===== config.mk =====
export PLATFORM = sky130hd
export DESIGN_NAME = pe_vector_serializer
export DESIGN_NICKNAME = d
export VERILOG_FILES = /design/src/rtl/pe_pkg.sv /design/src/rtl/pe_lane_select.sv /design/src/rtl/pe_vector_serializer.sv
export SDC_FILE = /design/constraint.sdc
export NUM_CORES = 1
export LEC_CHECK = 0
export CAP_MARGIN = 15
export CORE_MARGIN = 1
export CORE_UTILIZATION = 46
export CTS_CLUSTER_SIZE = 30
export DETAILED_ROUTE_END_ITERATION = 10
export PLACE_DENSITY_LB_ADDON = 0.15
export SETUP_SLACK_MARGIN = 0.3
export SYNTH_ARGS = -nofsm -noshare
export SYNTH_HDL_FRONTEND = slang
export SYNTH_SLANG_ARGS = --single-unit

===== constraint.sdc =====
create_clock -name i_clk -period 4.1 [get_ports i_clk]
set_input_delay 0.82 -clock i_clk [delete_from_list [all_inputs] [get_ports i_clk]]
set_output_delay 0.82 -clock i_clk [all_outputs]
set_load 0.01 [all_outputs]

===== src/rtl/pe_pkg.sv =====
// Shared PE definitions: element size defaults, serializer state encoding and
// the drain-position to element-index mapping used by the vector serializer.
package pe_pkg;

    localparam int PE_WIDTH = 8;
    localparam int PE_DEPTH = 32;

    typedef enum logic {
        SER_IDLE   = 1'b0,
        SER_STREAM = 1'b1
    } ser_state_t;

    // Descending order walks down from the last valid element.
    function automatic int ser_elem_idx(input int pos, input int len, input logic dir);
        return dir ? (len - 1 - pos) : pos;
    endfunction

endpackage


===== src/rtl/pe_lane_select.sv =====
// One output lane of the serializer: maps (beat, length, direction) to the
// stored element this lane carries, and zero-fills lanes past the vector end.
module pe_lane_select
    import pe_pkg::*;
#(
    parameter int WIDTH  = PE_WIDTH,
    parameter int DEPTH  = PE_DEPTH,
    parameter int LANES  = 1,
    parameter int LANE   = 0,
    parameter int IDX_W  = $clog2(DEPTH),
    parameter int LEN_W  = $clog2(DEPTH + 1),
    parameter int BEAT_W = $clog2(DEPTH / LANES) + 1
) (
    input  logic [DEPTH-1:0][WIDTH-1:0] i_src,
    input  logic [BEAT_W-1:0]           i_beat,
    input  logic [LEN_W-1:0]            i_len,
    input  logic                        i_dir,
    output logic [WIDTH-1:0]            o_data,
    output logic                        o_mask
);

    int               w_pos;
    logic [IDX_W-1:0] w_sel;

    always_comb begin
        w_pos  = int'(i_beat) * LANES + LANE;
        o_mask = w_pos < int'(i_len);
        w_sel  = IDX_W'(ser_elem_idx(w_pos, int'(i_len), i_dir));
        o_data = o_mask ? i_src[w_sel] : '0;
    end

endmodule


===== src/rtl/pe_vector_serializer.sv =====
// Parallel-load, serial-drain vector buffer: captures DEPTH elements in one
// handshake and streams them LANES per beat with valid/ready flow control.
module pe_vector_serializer
    import pe_pkg::*;
#(
    parameter int WIDTH = PE_WIDTH,
    parameter int DEPTH = PE_DEPTH,
    parameter int LANES = 1,
    parameter int IDX_W = $clog2(DEPTH),
    parameter int LEN_W = $clog2(DEPTH + 1)
) (
    input  logic                     i_clk,
    input  logic                     i_reset,
    input  logic                     i_load_valid,
    output logic                     o_load_ready,
    input  logic [DEPTH*WIDTH-1:0]   i_load_data,
    input  logic [LEN_W-1:0]         i_load_len,
    input  logic                     i_load_dir,
    output logic                     o_out_valid,
    input  logic                     i_out_ready,
    output logic [LANES*WIDTH-1:0]   o_out_data,
    output logic [LANES-1:0]         o_out_mask,
    output logic [IDX_W-1:0]         o_out_idx,
    output logic                     o_out_last
);

    localparam int BEAT_W = $clog2(DEPTH / LANES) + 1;

    ser_state_t                  r_state, w_state_nxt;
    logic [DEPTH-1:0][WIDTH-1:0] r_mem;
    logic [LEN_W-1:0]            r_len;
    logic                        r_dir;
    logic [BEAT_W-1:0]           r_beat;

    logic                        r_out_valid;
    logic [LANES-1:0][WIDTH-1:0] r_out_data;
    logic [LANES-1:0]            r_out_mask;
    logic [IDX_W-1:0]            r_out_idx;
    logic                        r_out_last;

    logic                        w_take, w_load_ready, w_load_fire;
    logic                        w_adv, w_clr;
    logic [LEN_W-1:0]            w_len_clamp, w_nxt_len;
    logic                        w_nxt_dir, w_nxt_last;
    logic [BEAT_W-1:0]           w_nxt_beat;
    logic [IDX_W-1:0]            w_nxt_idx;
    logic [DEPTH-1:0][WIDTH-1:0] w_nxt_src;
    logic [LANES-1:0][WIDTH-1:0] w_lane_data;
    logic [LANES-1:0]            w_lane_mask;

    assign w_take       = r_out_valid && i_out_ready;
    assign w_load_ready = (r_state == SER_IDLE) || (w_take && r_out_last);
    assign w_load_fire  = i_load_valid && w_load_ready;
    assign w_len_clamp  = (int'(i_load_len) > DEPTH) ? LEN_W'(DEPTH) : i_load_len;

    // The beat registered next comes straight from the bus on a load, so beat 0
    // appears right after the accepting edge with no extra stage.
    assign w_nxt_src  = w_load_fire ? i_load_data : r_mem;
    assign w_nxt_len  = w_load_fire ? w_len_clamp : r_len;
    assign w_nxt_dir  = w_load_fire ? i_load_dir  : r_dir;
    assign w_nxt_beat = w_load_fire ? '0 : r_beat + BEAT_W'(1);
    assign w_nxt_last = (int'(w_nxt_beat) + 1) * LANES >= int'(w_nxt_len);
    assign w_nxt_idx  = IDX_W'(ser_elem_idx(int'(w_nxt_beat) * LANES, int'(w_nxt_len), w_nxt_dir));

    for (genvar k = 0; k < LANES; k++) begin : g_lane
        pe_lane_select #(
            .WIDTH (WIDTH),
            .DEPTH (DEPTH),
            .LANES (LANES),
            .LANE  (k),
            .IDX_W (IDX_W),
            .LEN_W (LEN_W),
            .BEAT_W(BEAT_W)
        ) u_sel (
            .i_src (w_nxt_src),
            .i_beat(w_nxt_beat),
            .i_len (w_nxt_len),
            .i_dir (w_nxt_dir),
            .o_data(w_lane_data[k]),
            .o_mask(w_lane_mask[k])
        );
    end

    always_comb begin
        w_state_nxt = r_state;
        w_adv       = 1'b0;
        w_clr       = 1'b0;
        case (r_state)
            SER_IDLE: begin
                if (w_load_fire && (w_len_clamp != '0)) begin
                    w_state_nxt = SER_STREAM;
                    w_adv       = 1'b1;
                end
            end
            SER_STREAM: begin
                if (w_take) begin
                    if (!r_out_last) begin
                        w_adv = 1'b1;
                    end else if (w_load_fire && (w_len_clamp != '0)) begin
                        w_adv = 1'b1;
                    end else begin
                        w_state_nxt = SER_IDLE;
                        w_clr       = 1'b1;
                    end
                end
            end
            default: w_state_nxt = SER_IDLE;
        endcase
    end

    always_ff @(posedge i_clk or negedge i_reset) begin
        if (!i_reset) r_state <= SER_IDLE;
        else          r_state <= w_state_nxt;
    end

    // Storage is only meaningful while streaming, so it carries no reset.
    always_ff @(posedge i_clk) begin
        if (w_load_fire) begin
            r_mem <= i_load_data;
            r_len <= w_len_clamp;
            r_dir <= i_load_dir;
        end
    end

    always_ff @(posedge i_clk or negedge i_reset) begin
        if (!i_reset) begin
            r_beat      <= '0;
            r_out_valid <= 1'b0;
            r_out_data  <= '0;
            r_out_mask  <= '0;
            r_out_idx   <= '0;
            r_out_last  <= 1'b0;
        end else if (w_adv) begin
            r_beat      <= w_nxt_beat;
            r_out_valid <= 1'b1;
            r_out_data  <= w_lane_data;
            r_out_mask  <= w_lane_mask;
            r_out_idx   <= w_nxt_idx;
            r_out_last  <= w_nxt_last;
        end else if (w_clr) begin
            r_beat      <= '0;
            r_out_valid <= 1'b0;
            r_out_data  <= '0;
            r_out_mask  <= '0;
            r_out_idx   <= '0;
            r_out_last  <= 1'b0;
        end
    end

    assign o_load_ready = w_load_ready;
    assign o_out_valid  = r_out_valid;
    assign o_out_data   = r_out_data;
    assign o_out_mask   = r_out_mask;
    assign o_out_idx    = r_out_idx;
    assign o_out_last   = r_out_last;

endmodule


power_grid.png
Drawn at 3 px/um. Pins as bars on the die edge.
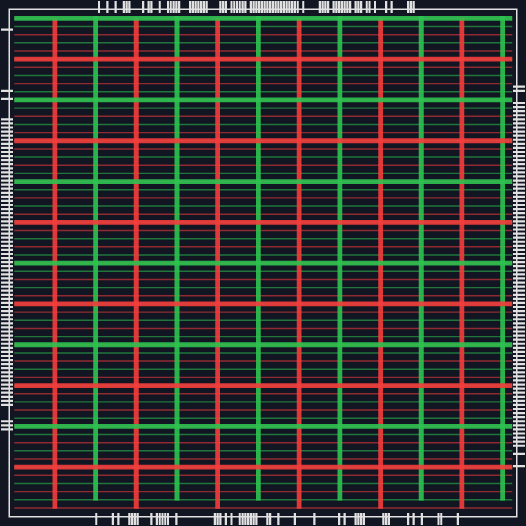
[VDD] green
[VSS] red
signal pins: 284
rows: 60
met5 straps: 12
met1 rails: 61
met4 straps: 12

cell_density.png
Drawn at 1.5 px/um. 17 x 17 tiles, from white (low) to dark blue (high), 0 to 100% covered.
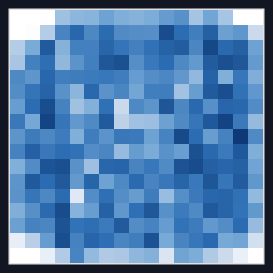
mean over tiles: 61%
nearly empty tiles: 3.5%
tiles over 75% full: 26%
densest ninth of the die: right middle
post-layout util: 66.1%
Core Util at FP: 47.2%
core area: 0.0271 mm^2

congestion.png
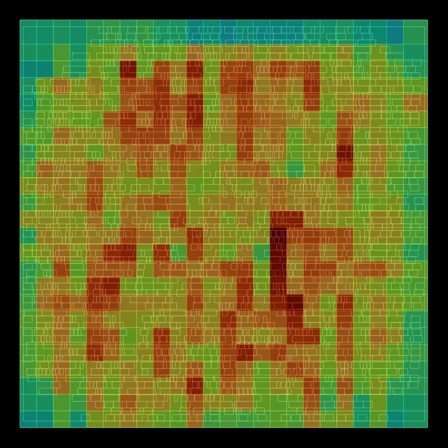
met3 usage: 4.54%
GRT met1 Usage: 34.5%
GR peak layer: met2

clk_routes.png
Drawn at 3 px/um.
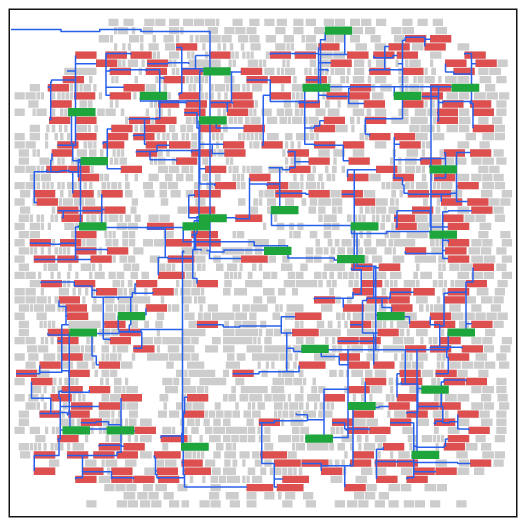
[clock wires] blue | length: 3360 um
[flip-flops] red | count: 286
[clock drivers] green | count: 30
flops lie: all over the die
routed clock nets: 31
Latency at later pin: 0.56 ns
skew final: 0.0132 ns

==> results.txt <==
setup_tns - 0 ns
Setup-failing EPs final - 0
std cell rows - 60
worst setup path end - o_out_data[1]$_DFFE_PN0P_
largest net degree at the start of global routing - 138
Initial DRC Count - 734
Mean Syn Cell Area - 8.91 um^2
Final #Nets - 2051
post-route cell area - 0.0179 mm^2
Worst Min Path Start - r_mem[60]$_DFF_P_
share of layout cells above drive strength 1 - 21.6%
FF-to-FF path depth - 15
Comb power - 0.0115 W
Crit. Startpoint - r_beat[0]$_DFFE_PN0P_
total clock network power - 0.00275 W
family with the most delay on the worst path - AND-OR/OR-AND gates
Area Overhead vs Synth - 40.2%
Clk pwr share - 14.5%
dpl ws - -0.437 ns
Hold Worst Slack - 0.448 ns
metal2 WL - 18000 um
post-CTS resize count - 3
io pins - 284
ClkCell Share - 5.53%
Async S/R FF share, synth - 8.04%
hold depth - 2
Top pwr grp - combinational cells
Final GP Congestion - 0.896
Post-DP HPWL - 28400 um
Signal inverters - 15
largest cell class by area - combinational gates
dominant register cell - dfxtp_1
Seq area share - 32.6%
WP data required - 4.58 ns
relative slew slack - 47.7%
DRT Wirelength - 38300 um
crit path cell chain - ha_1 -> xnor2_1 -> nor2_2 -> inv_1 -> ha_4 -> nor2_1 -> mux2_4 -> a31oi_4 -> a21oi_4 -> buf_6 -> or4_1 -> o211ai_1 -> o211ai_1 -> a31oi_1 -> a221o_1
M2 GR Usage - 44.2%
yosys synthesis chip area - 0.0128 mm^2
Flop area - 0.00584 mm^2
Die W - 169 um
Worst EP arrival - 4.15 ns
DIE AREA - 0.0285 mm^2
Vias - 11196
Residual DRC - 0
Yosys cell types - 77
Cells after Synth - 1434
power per cell area - 1050 mW/mm^2
TritonCTS Sinks - 286
clkbuf count - 38
Clk pin slew, worst setup/hold paths - 0.06 ns
Yosys top cell area share - 41.2%
Top Metal Used - met4
worst hold path class - flop to flop
crit path time final - 3.67 ns
Clock Tree Root - clkbuf_16
Slowest cell on crit path - or4_1
placed cells - 2104
gr ovfl total - 0
CTS Hold Bufs - 0
register share after synthesis - 45.7%
period utilization - 89.5%
register-to-register setup slack - 0.43 ns
Placed Area - 0.0167 mm^2
non-clock buffer instance count of the final layout - 394
Comb gates - 1043
FMAX - 273 MHz
post-synth top area cell - dfxtp_1
Final Max-Slew Violation Tally - 0
Switch Pwr - 0.00780 W
# fillers - 2218
status - completed
post-route setup slack - 0.432 ns
DR WL met3 - 2620 um
Post-synth regs - 286
RSZ-0062 raised after global routing - no
global-route wire length before repair - 58600 um
max cap viols - 0
Post-CTS Setup Bufs - 2
aoi share - 7.63%
CTS Buf Count - 30
number of routed nets with antenna violations - 0
Tot Pwr - 0.0189 W
Vias/cell - 5.18
Adders+Majority by Area - 1.61%
most frequent CP cell - o211ai_1
initial antenna violation count - 0
clk buf depth - 3
Largest stage delay, worst path - 0.54 ns
AND/OR/NAND/NOR Cells, Area Fraction - 23.1%
No activity file was given, so power comes from the tool's default toggle rates.
